**Cell outlines without signal wires**

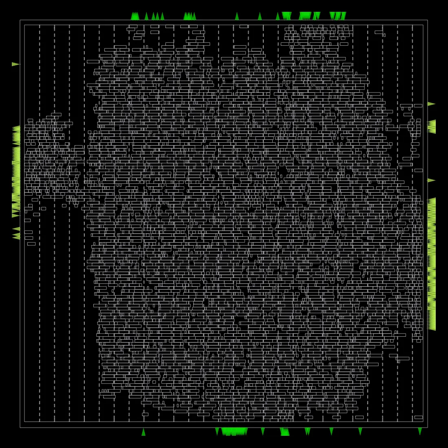
**M3 wires**

The bar under the picture is 100 um long.
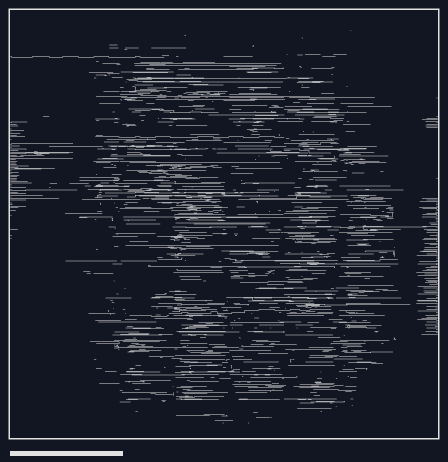
**Met2 routing**

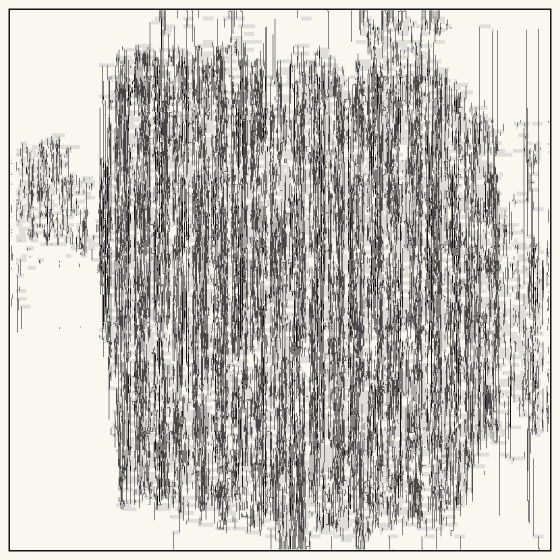
`src/rtl/riscv_pkg.sv`:
```
// riscv_pkg: shared datapath constants and the writeback result-select encoding.
package riscv_pkg;

    localparam int XLEN  = 32;
    localparam int NREGS = 32;
    localparam int REGW  = $clog2(NREGS);

    typedef enum logic [1:0] {
        RES_ALU  = 2'b00,
        RES_MEM  = 2'b01,
        RES_PC4  = 2'b10,
        RES_RSVD = 2'b11
    } resultsrc_t;

    localparam logic [REGW-1:0] REG_ZERO = 5'd0;

endpackage

```
`src/rtl/wb_result_mux.sv`:
```
// wb_result_mux: combinational 4:1 writeback result select, shared with the forwarding path.
module wb_result_mux #(
    parameter int XLEN = riscv_pkg::XLEN
) (
    input  logic [1:0]      resultsrc,
    input  logic [XLEN-1:0] aluresult,
    input  logic [XLEN-1:0] readdata,
    input  logic [XLEN-1:0] pcplus4,
    output logic [XLEN-1:0] result
);
    import riscv_pkg::*;

    logic [XLEN-1:0] result_s;

    // Select the W-stage value; the reserved encoding yields zero.
    always_comb begin
        result_s = {XLEN{1'b0}};
        case (resultsrc_t'(resultsrc))
            RES_ALU:  result_s = aluresult;
            RES_MEM:  result_s = readdata;
            RES_PC4:  result_s = pcplus4;
            RES_RSVD: result_s = {XLEN{1'b0}};
            default:  result_s = {XLEN{1'b0}};
        endcase
    end

    assign result = result_s;

endmodule

```
`src/rtl/writeback_regfile.sv`:
```
// writeback_regfile: W-stage result select, x1..x31 register file and committed-write counter.
// Build option: define WB_BYPASS_EN for write-through bypass of resultW onto the read ports.
module writeback_regfile #(
    parameter int  XLEN  = riscv_pkg::XLEN,
    parameter int  NREGS = riscv_pkg::NREGS,
    parameter int  CNTW  = 32,
    localparam int REGW  = $clog2(NREGS)
) (
    input  logic            clk,
    input  logic            reset,
    input  logic            regwriteW,
    input  logic [1:0]      resultsrcW,
    input  logic [XLEN-1:0] aluresultW,
    input  logic [XLEN-1:0] readdataW,
    input  logic [REGW-1:0] rdW,
    input  logic [XLEN-1:0] pcplus4W,
    input  logic [REGW-1:0] rs1D,
    input  logic [REGW-1:0] rs2D,
    output logic [XLEN-1:0] rd1D,
    output logic [XLEN-1:0] rd2D,
    output logic [XLEN-1:0] resultW,
    output logic [CNTW-1:0] wrcount
);
    import riscv_pkg::*;

    // x0 has no storage; index 0 is decoded to a constant zero on read.
    logic [XLEN-1:0] regs_r [1:NREGS-1];
    logic [CNTW-1:0] wrcount_r;
    logic [XLEN-1:0] result_s;
    logic            commit_s;
    logic [XLEN-1:0] rd1_s;
    logic [XLEN-1:0] rd2_s;

    wb_result_mux #(
        .XLEN (XLEN)
    ) u_result_mux (
        .resultsrc (resultsrcW),
        .aluresult (aluresultW),
        .readdata  (readdataW),
        .pcplus4   (pcplus4W),
        .result    (result_s)
    );

    // Reset takes priority, so a write presented during reset is dropped.
    assign commit_s = regwriteW && (rdW != REG_ZERO) && !reset;

    // Register array and counter update.
    always_ff @(posedge clk) begin
        if (reset) begin
            for (int i = 1; i < NREGS; i++) begin
                regs_r[i] <= {XLEN{1'b0}};
            end
            wrcount_r <= {CNTW{1'b0}};
        end else if (commit_s) begin
            regs_r[rdW] <= result_s;
            wrcount_r   <= wrcount_r + {{(CNTW-1){1'b0}}, 1'b1};
        end else begin
            wrcount_r <= wrcount_r;
        end
    end

`ifdef WB_BYPASS_EN
    // Read port 1 with same-cycle write-through from the committing result.
    always_comb begin
        rd1_s = {XLEN{1'b0}};
        if (commit_s && (rdW == rs1D)) begin
            rd1_s = result_s;
        end else if (rs1D == REG_ZERO) begin
            rd1_s = {XLEN{1'b0}};
        end else begin
            rd1_s = regs_r[rs1D];
        end
    end

    // Read port 2 with same-cycle write-through from the committing result.
    always_comb begin
        rd2_s = {XLEN{1'b0}};
        if (commit_s && (rdW == rs2D)) begin
            rd2_s = result_s;
        end else if (rs2D == REG_ZERO) begin
            rd2_s = {XLEN{1'b0}};
        end else begin
            rd2_s = regs_r[rs2D];
        end
    end
`else
    // Read port 1: array contents only; new data appears the cycle after the write edge.
    always_comb begin
        rd1_s = {XLEN{1'b0}};
        if (rs1D == REG_ZERO) begin
            rd1_s = {XLEN{1'b0}};
        end else begin
            rd1_s = regs_r[rs1D];
        end
    end

    // Read port 2: array contents only; new data appears the cycle after the write edge.
    always_comb begin
        rd2_s = {XLEN{1'b0}};
        if (rs2D == REG_ZERO) begin
            rd2_s = {XLEN{1'b0}};
        end else begin
            rd2_s = regs_r[rs2D];
        end
    end
`endif

    assign rd1D    = rd1_s;
    assign rd2D    = rd2_s;
    assign resultW = result_s;
    assign wrcount = wrcount_r;

endmodule

```
`config.mk`:
```
export PLATFORM = sky130hd
export DESIGN_NAME = writeback_regfile
export DESIGN_NICKNAME = d
export VERILOG_FILES = /design/src/rtl/riscv_pkg.sv /design/src/rtl/wb_result_mux.sv /design/src/rtl/writeback_regfile.sv
export SDC_FILE = /design/constraint.sdc
export NUM_CORES = 2
export LEC_CHECK = 0
export CAP_MARGIN = 25
export CORE_MARGIN = 4
export CORE_UTILIZATION = 40
export CTS_CLUSTER_DIAMETER = 100
export DETAILED_ROUTE_END_ITERATION = 6
export HOLD_SLACK_MARGIN = 0.1
export PLACE_DENSITY = 0.63
export SKIP_CTS_REPAIR_TIMING = 1
export SLEW_MARGIN = 20
export SYNTH_ARGS = -nofsm -noshare
export SYNTH_HDL_FRONTEND = slang
export SYNTH_SLANG_ARGS = --single-unit
```
`constraint.sdc`:
```
create_clock -name clk -period 2.4 [get_ports clk]
set_clock_uncertainty 0.05 [all_clocks]
set_input_delay 0.36 -clock clk [delete_from_list [all_inputs] [get_ports clk]]
set_output_delay 0.36 -clock clk [all_outputs]
set_load 0.05 [all_outputs]
```
==> CHANGELOG.md <==
### Metrics

* Pre-Place Util at between 40% and 50%
* PwrDens at 687.0 mW/mm^2
* Hold Startpoint: reset
* Outcome: finished with violations
* Residual DRC at 0
* Syn-to-layout area delta at 28.35%
* Global-route wire length before repair at approximately 270 mm
* Min-Delay Path Depth at 3
* Violated checks: negative setup slack
* CTS buffer count at roughly 110
* Starting DRC count in detailed routing at between 4000 and 5000
* CP Capture Type: primary output
* Count leader, synth: nor2_1
* Fmax at between 300 and 400 MHz
* Comb area leader: multiplexers
* # clock sinks at approximately 1100
* Reg2reg setup slack at roughly 0.50 ns
* Root Driver: clkbuf_16
* Worst-Margin Slew at 1.097 ns
* Synth Flop Type: edfxtp_1
* Cell Rows at about 140
* Chip area at about 0.14 mm^2
* EDFF count, synth at 1024
* Yosys chip area at between 0.05 and 0.06 mm^2
* Tot Pwr at roughly 48 mW
* Worst EP required at approximately 2 ns
* Initial antenna violation count at 0
* Xor/xnor share at less than 1%
* Worst Hold Class: in2reg
* Grt total ovfl at 0
* Final Slew Violations at 0
* Asr flop ratio synth at 0%
* Worst R2R End: wrcount[31]
* Flops after synth at between 1000 and 1500
* Critical path peak fanout at 2
* GRT busiest layer: met2
* Yosys simple share at under 10%
* CP Class: reg2out
* Layout net count at 4475
* Clock transition at the registers of the reported paths at about 0.060 ns
* Area share, top type at a little under three fifths
* Logic area at approximately 0.023 mm^2
* Max H-tree Level at 3
* Final WS setup at -0.6422 ns
* Min Hold Slack at 0.1778 ns
* Ys Warns at 0
* Min-Delay Endpoint: wrcount[10]
* Final worst-path cycle share at 126.8%
* Layout cells sized above 1 at between 30% and 40%
* Max Cap Viol at 0
* MUX area fraction at between 20% and 30%
* Clock Path Buffers at 3
* GR Util All Layers at between 20% and 30%
* TritonRoute pass-1 iters at 5
* Vias in the first global route at around 38000
* Hpwl dp at 126.6 mm
* Top Ports at 244
* R2R cell count at 5
* Syn Inst Count at about 3800
* Top cells by area: edfxtp_1, mux4_2, nor2_1
* RSZ-0062 raised after global routing: yes
* Leakage at approximately 25 nW
* RePlAce Congestion at 0.8651
* Largest net degree at the start of global routing at 39
* Adder share at 0.02295%
* Synth unique cells at 45
* Syn avg cell area at approximately 14 um^2
* DR vias at ~38000
* Final Hold Violation Tally at 0
* Diode count at 0
* Yosys cell count at roughly 3800
* Area fraction in compound gates at under 10%
* End of the critical path: rd2D[2]
* Antenna-violating nets left at 0
* Worst VDD drop at approximately 0.61 mV
* Slew headroom at 26.74%
* DP Worst Slack at -0.6185 ns
* Synth area leader: edfxtp_1
* Worst Setup Start Kind: register
* Seq share, synth at between 50% and 60%
* Synthesized cell area at roughly 0.055 mm^2
* DR vias/cell at just over 6
* Tool Warnings at 28
* DIE HEIGHT at 377.2 um
* Buffers on Ports at 243
* Met2 GRT Util at 42.23%
* GR Layer Usage met1 at a little over a third
* CP startpoint: regs_r[0][2]
* Die W at about 380 um
* Routed wire per std cell at between 20 and 30 um
* Final setup viols at 64
* Crit path DAT at approximately 2.6 ns
* Clk latency late pin at about 0.7 ns
* CTS tree: done
* Sequential Area at 0.03139 mm^2
* Commonest cells in the netlist: nor2_1, edfxtp_1, mux4_2, clkbuf_1, a21oi_1
* Tmin final at slightly above 3 ns
* R2R Path Start: wrcount[3]
Notes on 'cell outlines without signal wires' above:
flop count: 1056
core area: 0.1355 mm^2
Fill cells: 11130
sequential cell area share: 44.86%
Final Non-Filler Cells: 6234

Notes on 'M3 wires' above:
main direction: horizontal
nets with wire on the layer: 737
longest straight run: 135 um
share of all routed wire: 11%
wire length on this layer: 20.1 mm
M3 GR Usage: 4.642%
Total Wirelength: 185.0 mm

Notes on 'met2 routing' above:
longest straight run: 162 um
nets with wire on the layer: 3914
wire length on this layer: 89.4 mm
share of all routed wire: 48%

registers in the layout, summed over array words and instances (netlist names):
name,cells
wrcount,32
regs_r,1024
final cells by class:
class	instances	area share [%]
clock buffers	140	4.293
clock inverters	70	0.8689
inverters	35	0.1877
multi-input cells	2372	33.10
flip-flops and latches	1056	44.86
well taps	1781	3.184
repair buffers	780	13.51
metal layers:
layer  up-vias  routed length [um]
met5         -                   0
met4         0                5143
met3       323               20110
met2      2350               89390
met1     19770               70370
li1      15610                   -
worst max-delay path: stages (launching register included):
cell      delay [ns]
edfxtp_1        0.44
mux4_2          0.48
mux2_4          0.32
o21ai_4         0.16
buf_6           0.15
a31oi_4         0.04
buf_6           0.19
buf_8           0.14
power breakdown:
part | internal [mW] | total (mW) | switching (mW)
registers | 21.2 | 21.7 | 0.521
clock network | 9.75 | 17.3 | 7.52
logic | 4.21 | 9.09 | 4.87
per-stage QoR:
stage	cell area, um^2	cells	setup TNS, ns	util (%)
6_report	69980	6234	-31.36	51.66
3_3_place_gp	64910	6020	-26.34	47.91
3_5_place_dp	64910	6020	-46.75	47.91
2_1_floorplan	55010	3863	0	-
5_1_grt	69980	6234	-35.99	51.66
4_1_cts	68520	6230	-42.46	50.58
cell usage in the layout (no fill, tap or decap), drive strengths merged, types with 2 or more instances in the layout:
cell type and count:
or2 3, inv 43, clkinv 47, and4 4, clkdlybuf4s50 111, or3 4, o21ai 68, buf 645
nand3 23, bufinv 8, conb 32, mux2i 114, a221oi 16, clkinvlp 7, and3 7, edfxtp 1024
clkbuf 141, dlymetal6s2s 23, nor4 12, nand2b 35, nor2b 12, nand2 82, mux2 112, a21oi 117
nor3 10, and3b 2, mux4 512, a22oi 48, nor2 1074, and2 2, xor2 4, nand4 4
xnor2 22, dfxtp 32, a31oi 48
Power figures rest on the tool's default switching activity, not on a simulated workload.
